==> src/rtl/alu_op_sequencer.sv <==
// Command FIFO plus IDLE/RUN/RESP sequencer driving a start/done ALU and returning tagged results.
// Optional watchdog on ALU completion is compiled in with `define ALU_SEQ_TIMEOUT_EN.
module alu_op_sequencer #(
  parameter int DATA_W  = 8,
  parameter int DEPTH   = 4,
  parameter int TAG_W   = 4,
  parameter int TIMEOUT = 64
) (
  input  logic                  clk,
  input  logic                  reset_n,
  input  logic                  cmd_valid,
  output logic                  cmd_ready,
  input  logic [DATA_W-1:0]     cmd_a,
  input  logic [DATA_W-1:0]     cmd_b,
  input  logic [2:0]            cmd_op,
  input  logic [TAG_W-1:0]      cmd_tag,
  output logic                  alu_start,
  output logic [2:0]            alu_op,
  output logic [DATA_W-1:0]     alu_a,
  output logic [DATA_W-1:0]     alu_b,
  input  logic                  alu_done,
  input  logic [2*DATA_W-1:0]   alu_result,
  output logic                  rsp_valid,
  input  logic                  rsp_ready,
  output logic [2*DATA_W-1:0]   rsp_result,
  output logic [TAG_W-1:0]      rsp_tag,
  output logic                  rsp_error,
  output logic                  busy,
  output logic [15:0]           rsp_count
);

  localparam int PTR_W = $clog2(DEPTH);
  localparam int CNT_W = PTR_W + 1;
  localparam int RES_W = 2 * DATA_W;

  if (DEPTH < 2 || (DEPTH & (DEPTH - 1)) != 0 || TIMEOUT < 1) begin : g_bad_param
    $error("alu_op_sequencer: DEPTH must be a power of two >= 2 and TIMEOUT >= 1");
  end

  typedef enum logic [1:0] {S_IDLE, S_RUN, S_RESP} state_t;

  // FIFO storage
  logic [DATA_W-1:0] a_mem   [DEPTH];
  logic [DATA_W-1:0] b_mem   [DEPTH];
  logic [2:0]        op_mem  [DEPTH];
  logic [TAG_W-1:0]  tag_mem [DEPTH];

  logic [PTR_W-1:0] wr_ptr_q, wr_ptr_d, rd_ptr_q, rd_ptr_d;
  logic [CNT_W-1:0] count_q, count_d;

  state_t            state_q, state_d;
  logic              alu_start_q, alu_start_d;
  logic [2:0]        alu_op_q, alu_op_d;
  logic [DATA_W-1:0] alu_a_q, alu_a_d, alu_b_q, alu_b_d;
  logic [TAG_W-1:0]  inflight_tag_q, inflight_tag_d;
  logic              rsp_valid_q, rsp_valid_d;
  logic [RES_W-1:0]  rsp_result_q, rsp_result_d;
  logic [TAG_W-1:0]  rsp_tag_q, rsp_tag_d;
  logic              rsp_error_q, rsp_error_d;
  logic [15:0]       rsp_count_q, rsp_count_d;

`ifdef ALU_SEQ_TIMEOUT_EN
  localparam int WD_W = $clog2(TIMEOUT + 1);
  logic [WD_W-1:0] wd_q, wd_d;
`endif

  logic push, pop;
  logic [DATA_W-1:0] head_a, head_b;
  logic [2:0]        head_op;
  logic [TAG_W-1:0]  head_tag;

  // Full check uses only the registered count, so a pop never frees a slot in the same cycle.
  assign cmd_ready = (count_q != CNT_W'(DEPTH));
  assign push      = cmd_valid && cmd_ready;

  assign head_a   = a_mem[rd_ptr_q];
  assign head_b   = b_mem[rd_ptr_q];
  assign head_op  = op_mem[rd_ptr_q];
  assign head_tag = tag_mem[rd_ptr_q];

  always_ff @(posedge clk) begin
    if (push) begin
      a_mem[wr_ptr_q]   <= cmd_a;
      b_mem[wr_ptr_q]   <= cmd_b;
      op_mem[wr_ptr_q]  <= cmd_op;
      tag_mem[wr_ptr_q] <= cmd_tag;
    end
  end

  always_comb begin
    wr_ptr_d = push ? wr_ptr_q + PTR_W'(1) : wr_ptr_q;
    rd_ptr_d = pop  ? rd_ptr_q + PTR_W'(1) : rd_ptr_q;
    count_d  = count_q;
    case ({push, pop})
      2'b10:   count_d = count_q + CNT_W'(1);
      2'b01:   count_d = count_q - CNT_W'(1);
      default: count_d = count_q;
    endcase
  end

  always_comb begin
    state_d        = state_q;
    pop            = 1'b0;
    alu_start_d    = alu_start_q;
    alu_op_d       = alu_op_q;
    alu_a_d        = alu_a_q;
    alu_b_d        = alu_b_q;
    inflight_tag_d = inflight_tag_q;
    rsp_valid_d    = rsp_valid_q;
    rsp_result_d   = rsp_result_q;
    rsp_tag_d      = rsp_tag_q;
    rsp_error_d    = rsp_error_q;
    rsp_count_d    = rsp_count_q;
`ifdef ALU_SEQ_TIMEOUT_EN
    wd_d           = wd_q;
`endif
    case (state_q)
      S_IDLE: begin
        if (count_q != '0 && !rsp_valid_q) begin
          pop            = 1'b1;
          inflight_tag_d = head_tag;
          if (head_op > 3'd4) begin
            // Illegal opcode is answered directly without touching the ALU.
            rsp_valid_d  = 1'b1;
            rsp_result_d = '0;
            rsp_error_d  = 1'b1;
            rsp_tag_d    = head_tag;
            state_d      = S_RESP;
          end else begin
            alu_a_d     = head_a;
            alu_b_d     = head_b;
            alu_op_d    = head_op;
            alu_start_d = 1'b1;
            state_d     = S_RUN;
`ifdef ALU_SEQ_TIMEOUT_EN
            wd_d        = '0;
`endif
          end
        end
      end
      S_RUN: begin
        if (alu_op_q == 3'd0) begin
          alu_start_d  = 1'b0;
          rsp_valid_d  = 1'b1;
          rsp_result_d = '0;
          rsp_error_d  = 1'b0;
          rsp_tag_d    = inflight_tag_q;
          state_d      = S_RESP;
        end else if (alu_done) begin
          alu_start_d  = 1'b0;
          rsp_valid_d  = 1'b1;
          rsp_result_d = alu_result;
          rsp_error_d  = 1'b0;
          rsp_tag_d    = inflight_tag_q;
          state_d      = S_RESP;
        end
`ifdef ALU_SEQ_TIMEOUT_EN
        else if (wd_q == WD_W'(TIMEOUT - 1)) begin
          alu_start_d  = 1'b0;
          rsp_valid_d  = 1'b1;
          rsp_result_d = '1;
          rsp_error_d  = 1'b1;
          rsp_tag_d    = inflight_tag_q;
          state_d      = S_RESP;
        end else begin
          wd_d = wd_q + WD_W'(1);
        end
`endif
      end
      S_RESP: begin
        if (rsp_ready) begin
          rsp_valid_d = 1'b0;
          rsp_count_d = rsp_count_q + 16'd1;
          state_d     = S_IDLE;
        end
      end
      default: state_d = S_IDLE;
    endcase
  end

  always_ff @(posedge clk or negedge reset_n) begin
    if (!reset_n) begin
      wr_ptr_q       <= '0;
      rd_ptr_q       <= '0;
      count_q        <= '0;
      state_q        <= S_IDLE;
      alu_start_q    <= 1'b0;
      alu_op_q       <= '0;
      alu_a_q        <= '0;
      alu_b_q        <= '0;
      inflight_tag_q <= '0;
      rsp_valid_q    <= 1'b0;
      rsp_result_q   <= '0;
      rsp_tag_q      <= '0;
      rsp_error_q    <= 1'b0;
      rsp_count_q    <= '0;
`ifdef ALU_SEQ_TIMEOUT_EN
      wd_q           <= '0;
`endif
    end else begin
      wr_ptr_q       <= wr_ptr_d;
      rd_ptr_q       <= rd_ptr_d;
      count_q        <= count_d;
      state_q        <= state_d;
      alu_start_q    <= alu_start_d;
      alu_op_q       <= alu_op_d;
      alu_a_q        <= alu_a_d;
      alu_b_q        <= alu_b_d;
      inflight_tag_q <= inflight_tag_d;
      rsp_valid_q    <= rsp_valid_d;
      rsp_result_q   <= rsp_result_d;
      rsp_tag_q      <= rsp_tag_d;
      rsp_error_q    <= rsp_error_d;
      rsp_count_q    <= rsp_count_d;
`ifdef ALU_SEQ_TIMEOUT_EN
      wd_q           <= wd_d;
`endif
    end
  end

  assign alu_start  = alu_start_q;
  assign alu_op     = alu_op_q;
  assign alu_a      = alu_a_q;
  assign alu_b      = alu_b_q;
  assign rsp_valid  = rsp_valid_q;
  assign rsp_result = rsp_result_q;
  assign rsp_tag    = rsp_tag_q;
  assign rsp_error  = rsp_error_q;
  assign rsp_count  = rsp_count_q;
  assign busy       = (count_q != '0) || (state_q != S_IDLE) || rsp_valid_q;

endmodule

==> config.mk <==
export PLATFORM = sky130hd
export DESIGN_NAME = alu_op_sequencer
export DESIGN_NICKNAME = d
export VERILOG_FILES = /design/src/rtl/alu_op_sequencer.sv
export SDC_FILE = /design/constraint.sdc
export NUM_CORES = 1
export LEC_CHECK = 0
export ABC_AREA = 0
export CAP_MARGIN = 20
export CORE_ASPECT_RATIO = 0.75
export CORE_MARGIN = 8
export CORE_UTILIZATION = 30
export CTS_CLUSTER_DIAMETER = 120
export DETAILED_ROUTE_END_ITERATION = 7
export SYNTH_ARGS = -nofsm -noshare
export SYNTH_HDL_FRONTEND = slang
export SYNTH_SLANG_ARGS = --single-unit
==> constraint.sdc <==
create_clock -name clk -period 2.62 [get_ports clk]
set_input_delay 0.393 -clock clk [delete_from_list [all_inputs] [get_ports clk]]
set_output_delay 0.393 -clock clk [all_outputs]
set_load 0.02 [all_outputs]
Run 1, met4 routing:
Drawn at 2 px/um. Supply wires on this layer in gray.
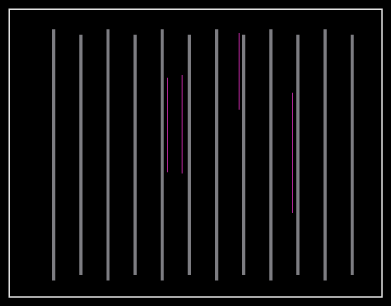
The layer holds 1.4% of the routed length. The longest straight run is 59.8 um.
via count: 3619
total routed wirelength: 13.9 mm

Run 1, routing congestion:
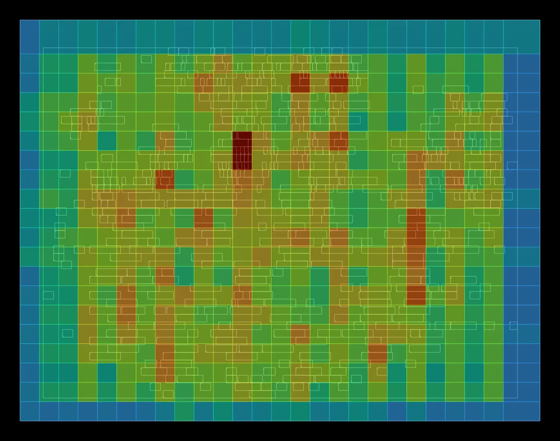
final core occ: 0.400
met3 usage: 0.0394
M1 GR Usage: 0.136

Run 1, cell density map:
Drawn at 2 px/um. 19 x 14 tiles, from dark blue (low) to red (high), 0 to 100% covered.
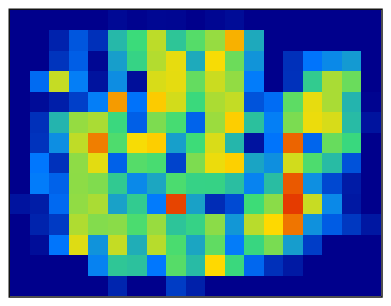
5.3% of the tiles are over 75% full. The densest ninth of the die: center. 27% of the tiles are nearly empty.

==> CHANGELOG.md, run 1 <==
### Changed

* Clock-cell share at 0.0675
* Tap cells at 288
* Adder Area Share at 0.0147
* Largest net degree at the start of global routing at 47
* Library cells used by synthesis at 40
* Xor+xnor area frac at 0.0284
* Sequential power at 3.80 mW
* CP startpoint: count_q[0]
* Drt first pass iters at 7
* Clk root buf: clkbuf_16
* Yosys synthesis chip area at 6470 um2
* Ys cells at 391
* Top non-seq family: multiplexers
* FF-to-FF setup slack at 450 ps
* Worst r2r path cells at 6
* Power share of the clock group at 0.246
* Min-Delay Path Class: input pin to asynchronous set/reset pin
* Crit start category: register
* OpenROAD warning count at 29
* Fillers at 1971
* DP Area at 7900 um2
* DRC violations left at 0
* Detailed placer's ending HPWL at 9.57 mm
* Inverters at 26
* Total grt overflow at 0
* MI comb cells at 189
* Yosys aoi share at 0.0135
* Worst-Margin Slew at 643 ps
* Most frequent cell after synthesis: edfxtp_1
* Die area at 26600 um2
* Reg2Reg Launch Point: count_q[0]
* Cycle use final at 0.898
* Starting Density at 0.305
* Clock Path Buffers at 2
* Met3 WL at 821 um
* Vias in the first global route at 3887
* Worst VDD drop at 0.434 mV
* Clock Power at 2.40 mW
* Global-route wire length before repair at 21.7 mm
* Buffers and inverters on the worst path at 1
* Number of enable flip-flop cells at 92
* Commonest Layout Cell: clkdlybuf4s50_1
* Post-synth seq share at 0.702
* Yosys Warn Count at 0
* TritonCTS buffer count at 17
* Initial DRC Count at 169
* Fin Hold WS at -11.3 ps
* Status: finished with violations
* Comb pwr share at 0.364
* Die Span Y at 143 um
* Max-area cell share at 0.427
* Req. time, crit path at 2230 ps
* Top cells excl fill/tap: 102 x clkdlybuf4s50_1, 92 x edfxtp_1, 70 x dfrtp_1
* Final Hold Fails at 6
* Slew HR at 0.571
* Failing checks: negative hold slack
==> run 2: changes to the inputs <==
- SETUP_SLACK_MARGIN: unset -> 0.2
- SKIP_CTS_REPAIR_TIMING: unset -> 1
Run 2, clock network drawn from the DEF:
Drawn at 2 px/um.
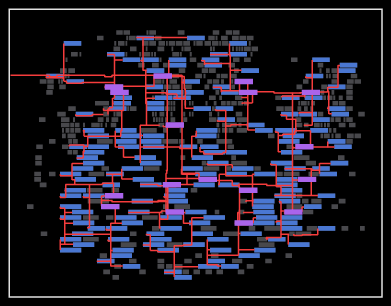
Key: red = clock wires [length 2030 um]; blue = flip-flops [count 163]; purple = cells driving clock nets [count 17]
Position of the flops: spread over the die. There are 18 routed clock nets.

==> CHANGELOG.md, run 2 <==
### Changed

* Clock Path Buffers at 2 (unchanged)
* Top cells excl fill/tap: 102 x clkdlybuf4s50_1, 92 x edfxtp_1, 70 x dfrtp_1
* Tap cells at 288 (unchanged)
* M1 GR Usage at 0.136 (unchanged)
* FF-to-FF setup slack at 470 ps (+20 ps)
* Top non-seq family: multiplexers
* Comb pwr share at 0.364 (about the same)
* Yosys aoi share at 0.0135 (unchanged)
* TritonCTS buffer count at 17 (unchanged)
* Worst r2r path cells at 5 (-1)
* Detailed placer's ending HPWL at 9.57 mm (unchanged)
* Final Hold Fails at 6 (unchanged)
* Number of enable flip-flop cells at 92 (unchanged)
* Die area at 26600 um2 (unchanged)
* Max-area cell share at 0.427 (unchanged)
* Total routed wirelength at 13.9 mm (about the same)
* Die Span Y at 143 um (unchanged)
* Commonest Layout Cell: clkdlybuf4s50_1
* Post-synth seq share at 0.702 (unchanged)
* Fillers at 1970 (-0.051%)
* CP startpoint: state_q[0]
* Clk root buf: clkbuf_16
* Via count at 3601 (-0.50%)
* Global-route wire length before repair at 21.7 mm (unchanged)
* Initial DRC Count at 183 (+8.3%)
* DRC violations left at 0 (unchanged)
* OpenROAD warning count at 29 (unchanged)
* Ys cells at 391 (unchanged)
* Xor+xnor area frac at 0.0284 (unchanged)
* Adder Area Share at 0.0147 (unchanged)
* Library cells used by synthesis at 40 (unchanged)
* Buffers and inverters on the worst path at 1 (unchanged)
* Min-Delay Path Class: input pin to asynchronous set/reset pin
* Vias in the first global route at 3887 (unchanged)
* Worst VDD drop at 0.434 mV (about the same)
* Inverters at 26 (unchanged)
* Status: finished with violations
* Failing checks: negative hold slack
* Yosys synthesis chip area at 6470 um2 (unchanged)
* Cycle use final at 0.856 (-0.0411)
* Yosys Warn Count at 0 (unchanged)
* Crit start category: register
* Largest net degree at the start of global routing at 47 (unchanged)
* DP Area at 7900 um2 (unchanged)
* Fin Hold WS at -11.0 ps (+0.270 ps)
* Drt first pass iters at 6 (-1)
* Most frequent cell after synthesis: edfxtp_1
* Total grt overflow at 0 (unchanged)
Run 2, routing congestion:
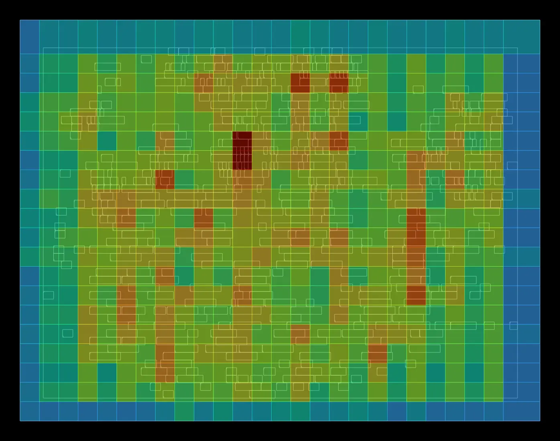
grt peak-use layer: met2
detail-routed net length per standard cell: 17.0 um
grt met2 use: 0.171
final core occ: 0.400
Total GRT Usage: 0.109

==> run 3: changes to the inputs <==
- CELL_PAD_IN_SITES_DETAIL_PLACEMENT: unset -> 0
- CELL_PAD_IN_SITES_GLOBAL_PLACEMENT: unset -> 1
- PLACE_DENSITY_LB_ADDON: unset -> 0.1
Run 3, met4 routing:
Drawn at 2 px/um. Supply wires on this layer in gray.
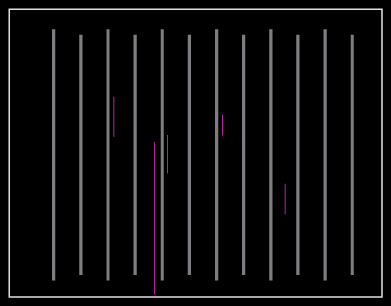
The layer holds 1.0% of the routed length. The wires run mostly vertical. 2 nets have wire on it.
total routed wirelength: 13.9 mm
via count: 3533

==> CHANGELOG.md, run 3 <==
### Changed

* Top non-seq family: multiplexers
* Fin Hold WS at 465 ps (+476 ps)
* Drt first pass iters at 4 (-2)
* Yosys synthesis chip area at 6470 um2 (unchanged)
* Tap cells at 288 (unchanged)
* Comb pwr share at 0.357 (-0.007)
* Number of enable flip-flop cells at 92 (unchanged)
* Worst r2r path cells at 5 (unchanged)
* OpenROAD warning count at 29 (unchanged)
* M1 GR Usage at 0.135 (-0.000836)
* Yosys Warn Count at 0 (unchanged)
* Die Span Y at 143 um (unchanged)
* Clk root buf: clkbuf_16
* Cycle use final at 0.848 (-0.00839)
* Final instance area at 8540 um2
* Grt met2 use at 0.179 (+0.00868)
* Final Hold Fails at 0 (-6)
* Most frequent cell after synthesis: edfxtp_1
* Detailed placer's ending HPWL at 9.43 mm (-1.4%)
* Initial DRC Count at 171 (-6.6%)
* CP startpoint: rd_ptr_q[0]
* Inverters at 26 (unchanged)
* Fillers at 1992 (+1.1%)
* TritonCTS buffer count at 17 (unchanged)
* Ys cells at 391 (unchanged)
* Min-Delay Path Class: register to register
* Worst VDD drop at 0.585 mV (+35%)
* Grt peak-use layer: met2
* Final ANT Viol Nets at 0
* DRC violations left at 0 (unchanged)
* Library cells used by synthesis at 40 (unchanged)
* Total GRT Usage at 0.109 (+0.000187)
* FF-to-FF setup slack at 400 ps (-70 ps)
* Status: finished clean
* Crit start category: register
* Share of cells above drive strength 1 at 0.187
* Global-route wire length before repair at 21.5 mm (-0.64%)
* Max-area cell share at 0.427 (unchanged)
Run 3, cell density map:
Drawn at 2 px/um. 19 x 14 tiles, from dark blue (low) to red (high), 0 to 100% covered.
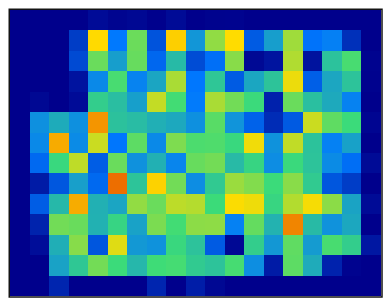
Starting Density: 0.305
final core occ: 0.403
total core area: 21200 um2

Power is estimated from default activity; no workload was simulated.
